$ cat config.mk
export PLATFORM = sky130hd
export DESIGN_NAME = uart_rx
export DESIGN_NICKNAME = d
export VERILOG_FILES = /design/src/rtl/uart_rx.sv
export SDC_FILE = /design/constraint.sdc
export NUM_CORES = 1
export LEC_CHECK = 0
export ABC_CLOCK_PERIOD_IN_PS = 4050
export CORE_MARGIN = 3
export CORE_UTILIZATION = 55
export CTS_BUF_LIST = sky130_fd_sc_hd__clkbuf_8 sky130_fd_sc_hd__clkbuf_16
export DETAILED_ROUTE_END_ITERATION = 16
export PLACE_DENSITY_LB_ADDON = 0.12
export SYNTH_ARGS = -nofsm -noshare
export SYNTH_HDL_FRONTEND = slang
export SYNTH_SLANG_ARGS = --single-unit
$ cat constraint.sdc
create_clock -name clk -period 4.05 [get_ports clk]
set_clock_uncertainty 0.2 [all_clocks]
set_input_delay 0.81 -clock clk [delete_from_list [all_inputs] [get_ports clk]]
set_output_delay 0.81 -clock clk [all_outputs]
set_load 0.05 [all_outputs]
$ cat src/rtl/uart_rx.sv
`timescale 1ns/1ps
// 8N1 UART receiver: 2-flop synchronised line, falling-edge start detect, mid-bit sampling.
// Byte appears in rx_data with level data_ready 1000 cycles after the start edge; rd_ack clears it.
// No backpressure: a new byte overwrites an unread one and sets sticky overrun.
module uart_rx #(
  parameter int CLKS_PER_BIT = 105,
  parameter int HALF_BIT     = (CLKS_PER_BIT - 1) / 2
) (
  input  logic       clk,
  input  logic       rst,
  input  logic       rx,
  input  logic       rd_ack,
  output logic [7:0] rx_data,
  output logic       data_ready,
  output logic       frame_err,
  output logic       overrun
);

  localparam int CW = $clog2(CLKS_PER_BIT);
  localparam logic [CW-1:0] HALF_C = CW'(HALF_BIT);
  localparam logic [CW-1:0] LAST_C = CW'(CLKS_PER_BIT - 1);

  typedef enum logic [1:0] {IDLE, START, DATA, STOP} state_t;

  state_t        state, state_nxt;
  logic          rx_m, rx_s, rx_q;
  logic [1:0]    warm;
  logic [CW-1:0] cnt, cnt_nxt;
  logic [2:0]    bit_idx, bit_nxt;
  logic [7:0]    shreg;
  logic          shift_en, store, ferr;

  // cnt counts cycles since the edge-detect cycle, so START is entered with 1.
  // warm masks the reset-forced '1's in the sync chain: a line that is already
  // low when reset lifts must not look like a falling edge.
  always_comb begin
    state_nxt = state;
    cnt_nxt   = cnt + 1'b1;
    bit_nxt   = bit_idx;
    shift_en  = 1'b0;
    store     = 1'b0;
    ferr      = 1'b0;
    case (state)
      IDLE: begin
        cnt_nxt = '0;
        if (warm == 2'd3 && rx_q && !rx_s) begin
          state_nxt = START;
          cnt_nxt   = CW'(1);
        end
      end
      START: begin
        if (cnt == HALF_C) begin
          cnt_nxt   = '0;
          bit_nxt   = '0;
          state_nxt = rx_s ? IDLE : DATA;
        end
      end
      DATA: begin
        if (cnt == LAST_C) begin
          cnt_nxt  = '0;
          shift_en = 1'b1;
          bit_nxt  = bit_idx + 1'b1;
          if (bit_idx == 3'd7) state_nxt = STOP;
        end
      end
      STOP: begin
        if (cnt == LAST_C) begin
          cnt_nxt   = '0;
          store     = rx_s;
          ferr      = !rx_s;
          state_nxt = IDLE;
        end
      end
      default: state_nxt = IDLE;
    endcase
  end

  always_ff @(posedge clk) begin
    if (rst) begin
      state      <= IDLE;
      rx_m       <= 1'b1;
      rx_s       <= 1'b1;
      rx_q       <= 1'b1;
      warm       <= '0;
      cnt        <= '0;
      bit_idx    <= '0;
      shreg      <= '0;
      rx_data    <= '0;
      data_ready <= 1'b0;
      frame_err  <= 1'b0;
      overrun    <= 1'b0;
    end else begin
      rx_m      <= rx;
      rx_s      <= rx_m;
      rx_q      <= rx_s;
      if (warm != 2'd3) warm <= warm + 1'b1;
      state     <= state_nxt;
      cnt       <= cnt_nxt;
      bit_idx   <= bit_nxt;
      frame_err <= ferr;
      if (shift_en) shreg <= {rx_s, shreg[7:1]};
      // A store beats a simultaneous rd_ack, which then also means no overrun.
      if (store) begin
        rx_data    <= shreg;
        data_ready <= 1'b1;
        if (data_ready && !rd_ack) overrun <= 1'b1;
      end else if (rd_ack) begin
        data_ready <= 1'b0;
      end
    end
  end

endmodule
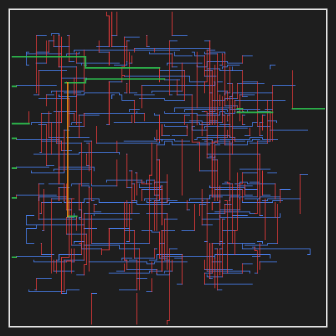
*Metal layers overlaid, run 1*
colour	layer	wire length
blue	metal 1	1,190 µm
orange	metal 4	24.5 µm
green	metal 3	68.7 µm
red	metal 2	1,130 µm

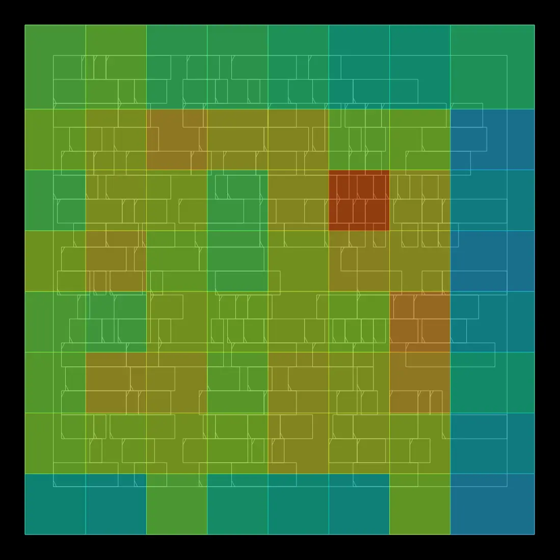
*Congestion heat map, run 1*
fin util: 0.6791
GRT Max-Usage Layer: met2
M2 GR Usage: 0.2726
GRT Total Usage: 0.1661

==> impl_metrics.json, run 1 <==
{
  "yosysTopAreaCell": "dfxtp_1",
  "ctsResizeCount": 0,
  "antenna_left": 0,
  "wl_met1_mm": 1.188,
  "status": "finished, final reports clean",
  "num_antenna_cells": 0,
  "maxSlewViolCount": 0,
  "die_area_mm2": 0.003347,
  "yosys-stat-cells": 148,
  "cp.required_ns": 3.04,
  "power_w": 0.0006146,
  "syn_to_final_growth_pct": 15.82,
  "ff2ff_path_depth": 6,
  "worstHoldStart": "rx_m$_SDFF_PP1_",
  "tightest_slew_ns": 0.9261,
  "vias": 1023,
  "flop-count": 36,
  "wl_met2_mm": 1.127,
  "fp_nets": 157,
  "numCtsBuffers": 5,
  "drt_iter0_markers": 27,
  "synthCells": 148,
  "fp-row-count": 18,
  "startpoint_type": "flip-flop",
  "dr_wl_met3_um": 68,
  "regArea_um2": 720.7,
  "cp-end-kind": "primary output",
  "path_cells": "clkdlybuf4s50_1",
  "top_layer": "met4",
  "path_max_fanout": 2,
  "async_flop_share": 0,
  "irDropWorstVdd_uv": 377.8,
  "fp.coreArea_mm2": 0.002522,
  "worstSetupStartpoint": "rx_data[2]$_SDFFE_PP0P_",
  "final-hold-violation-count": 0,
  "clock_buffers": 5,
  "synth-area-yosys_mm2": 0.001479,
  "synth_top_area_share": 0.4873,
  "clk_path_buf_depth": 2,
  "seq_area_frac": 0.4207,
  "warnings": 27,
  "fillCellCount": 201,
  "final.min_clock_period_ns": 2.434,
  "yosysUniqueCellTypes": 31,
  "crit_type": "flip-flop to primary output"
}
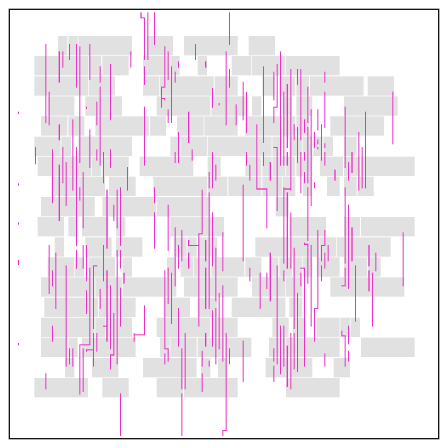
*M2 wires, run 1*
Cells faint in the background.
nets with wire on the layer	144
main direction	vertical
share of all routed wire	47%

## run 1: power by group
group | internal [W] | switching [W]
registers | 0.000360 | 0.00000416
logic | 0.00000993 | 0.0000107
clock network | 0.000114 | 0.000116
## run 1: layout by cell type (no fill, tap or decap), types with 5 or more instances in the layout
| master | count |
|---|---|
| ha_1 | 5 |
| a21oi_1 | 8 |
| mux2i_1 | 17 |
| dfxtp_1 | 36 |
| clkbuf_8 | 5 |
| nor2_1 | 25 |
| clkdlybuf4s50_1 | 14 |
| o21ai_0 | 5 |
## run 1: layer usage
metal	global-route usage	up-vias
met3	0.04677	2
met2	0.2726	15
met4	0.06954	0
met1	0.2042	478
li1	-	528
met5	0	-
## run 1: flip-flops by register name, summed over array words and instances (netlist names), named ones only
name	cells
rx_data	8
shreg	8
cnt	7
bit_idx	3
warm	2
data_ready	1
frame_err	1
overrun	1
rx_m	1
rx_q	1
rx_s	1
state	1
## run 1: kinds of logic (layout without fill, tap and decap cells)
group	after synthesis	in the layout	synth area share
and+or+nand+nor	59	59	0.2293
DFF	36	36	0.4873
AOI/OAI and AO/OA	15	15	0.05668
xor gates and xnor gates	6	6	0.03553
adders and majority gates	5	5	0.04230
muxes	17	17	0.1151
buffers and inverters	10	26	0.03384
## run 1: through the flow
| stage | area (µm²) | setup WS (ns) | std cells | hold slack, ns |
|---|---|---|---|---|
| 2_1_floorplan | 1479 | 2.329 | 148 | 0.1895 |
| 3_3_place_gp | 1635 | 1.387 | 187 | 0.1920 |
| 3_5_place_dp | 1635 | 1.324 | 187 | 0.1933 |
| 4_1_cts | 1713 | 1.604 | 194 | 0.2052 |
| 5_1_grt | 1713 | 1.438 | 194 | 0.2530 |
| 6_report | 1713 | 1.616 | 194 | 0.2025 |
### The metal 3 layer, run 1

Bar = 20 µm. Cells faint in the background.
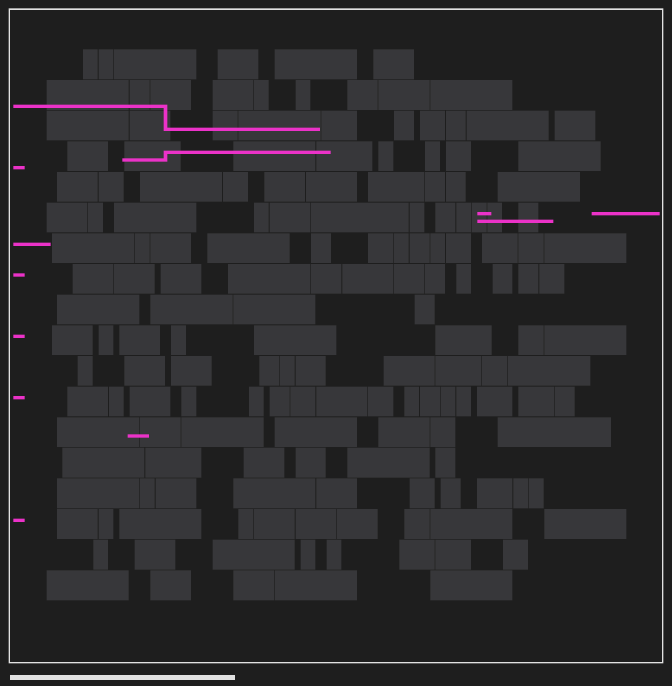

==> run 2: changes to the inputs <==
--- a/config.mk
+++ b/config.mk
@@ -5,9 +5,9 @@
 export SDC_FILE = /design/constraint.sdc
 export NUM_CORES = 1
 export LEC_CHECK = 0
-export ABC_CLOCK_PERIOD_IN_PS = 4050
+export ABC_CLOCK_PERIOD_IN_PS = 2400
 export CORE_MARGIN = 3
-export CORE_UTILIZATION = 55
+export CORE_UTILIZATION = 54
 export CTS_BUF_LIST = sky130_fd_sc_hd__clkbuf_8 sky130_fd_sc_hd__clkbuf_16
 export DETAILED_ROUTE_END_ITERATION = 16
 export PLACE_DENSITY_LB_ADDON = 0.12
==> constraint.sdc (replaced) <==
create_clock -name clk -period 2.4 [get_ports clk]
set_clock_uncertainty 0.2 [all_clocks]
set_input_delay 0.48 -clock clk [delete_from_list [all_inputs] [get_ports clk]]
set_output_delay 0.48 -clock clk [all_outputs]
set_load 0.05 [all_outputs]
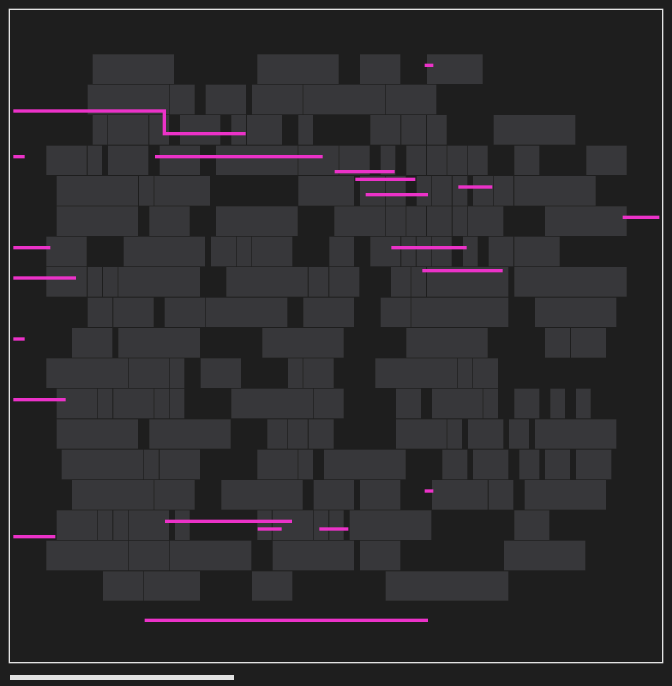
*The metal 3 layer, run 2*
Bar = 20 µm. Cells faint in the background.
wire length on this layer	130 µm
main direction	horizontal
longest straight run	25.1 µm
share of all routed wire	5.4%

==> run 2 against run 1 <==
  * Routed wire length fell by 0.75%
  * Synthesized cell count did not move
  * Highest routed layer unchanged
  * Largest cell class unchanged
  * Die area up 1.6%
  * Synthesized area is the same
  * Critical endpoint is now rx_data[6]
  * Flip-flop count stayed put
  * Final area up 2.6%
  * Sequential power up 69%
  * Final cell count grew 1.5%
  * Critical path depth did not move
  * Critical path type unchanged
==> impl_metrics.json, run 2 <==
{
  "warnings": 27,
  "antenna_left": 0,
  "placed_area_mm2": 0.001650,
  "use_met3": 0.07237,
  "wl_met2_mm": 1.102,
  "status": "finished, final reports clean",
  "top_layer": "met4",
  "power_w": 0.001163,
  "crit_type": "flip-flop to primary output",
  "maxSlewViolCount": 0,
  "top_regs": "rx_data x8, shreg x8, cnt x7",
  "clk_path_buf_depth": 2,
  "startpoint_type": "flip-flop",
  "irDropWorstVdd_uv": 680.2,
  "dr_wl_met3_um": 129,
  "grt_use_met1": 0.1969,
  "final.min_clock_period_ns": 2.107,
  "final_cell_mix": "dfxtp_1 (36), nor2_1 (25), mux2i_1 (17)",
  "met2_usage": 0.2791,
  "worstHoldStart": "rx_m$_SDFF_PP1_",
  "vias": 1061,
  "grt_usage": 0.1724,
  "num_antenna_cells": 0,
  "numCtsBuffers": 5,
  "gr-max-usage-layer": "met2",
  "path_max_fanout": 2,
  "synth_top_area_share": 0.4873,
  "finalWorstSetupSlack_ns": 0.2932,
  "synth-area-yosys_mm2": 0.001479,
  "async_flop_share": 0,
  "die_area_mm2": 0.003402,
  "synthCells": 148,
  "whs_ns": 0.2136,
  "wl_met1_mm": 1.108,
  "fp.coreArea_mm2": 0.002545,
  "syn_to_final_growth_pct": 18.87,
  "cp-end-kind": "primary output"
}
-- run 2: cell counts after synthesis --
Identical to the previous run, type by type.
-- run 2: cell type report --
| class | instances | area [µm²] | area share |
|---|---|---|---|
| Clock buffer | 5 | 68.82 | 0.03915 |
| Clock inverter | 3 | 38.79 | 0.02206 |
| Inverter | 4 | 15.01 | 0.008541 |
| Multi-Input combinational cell | 102 | 714.4 | 0.4064 |
| Sequential cell | 36 | 720.7 | 0.4100 |
| Tap cell | 30 | 37.54 | 0.02135 |
| Timing Repair Buffer | 17 | 162.7 | 0.09253 |
-- run 2: metrics by stage --
step / std cells / utilization
floorplan: 148 / -
global placement: 189 / 0.6485
detailed placement: 189 / 0.6485
CTS: 197 / 0.6908
global route: 197 / 0.6908
finish: 197 / 0.6908
-- run 2: cell families (layout without fill, tap and decap cells) --
logic type | count (synthesis) | count (layout) | share of synthesized area
multiplexers | 17 | 17 | 0.1151
AND-OR/OR-AND | 15 | 15 | 0.05668
AND/OR/NAND/NOR | 59 | 59 | 0.2293
XOR/XNOR | 6 | 6 | 0.03553
buffers and inverters | 10 | 29 | 0.03384
adder cells (fa/ha/maj) | 5 | 5 | 0.04230
flip-flops | 36 | 36 | 0.4873
-- run 2: worst max-delay path by stage --
stage / end / slack [ns]
floorplan: shreg[2]$_SDFFE_PP0P_ / 0.72
global placement: cnt[4]$_SDFF_PP0_ / 0.59
detailed placement: rx_data[5]$_SDFFE_PP0P_ / 0.55
CTS: rx_data[0] / 0.28
global route: overrun / 0.23
finish: rx_data[6] / 0.29
-- run 2: where the power goes --
part / switching (W) / internal (W)
clock: 0.000208 / 0.000304
combinational: 0.0000185 / 0.0000182
sequential: 0.00000691 / 0.000608
Power and IR drop assume default switching activity.
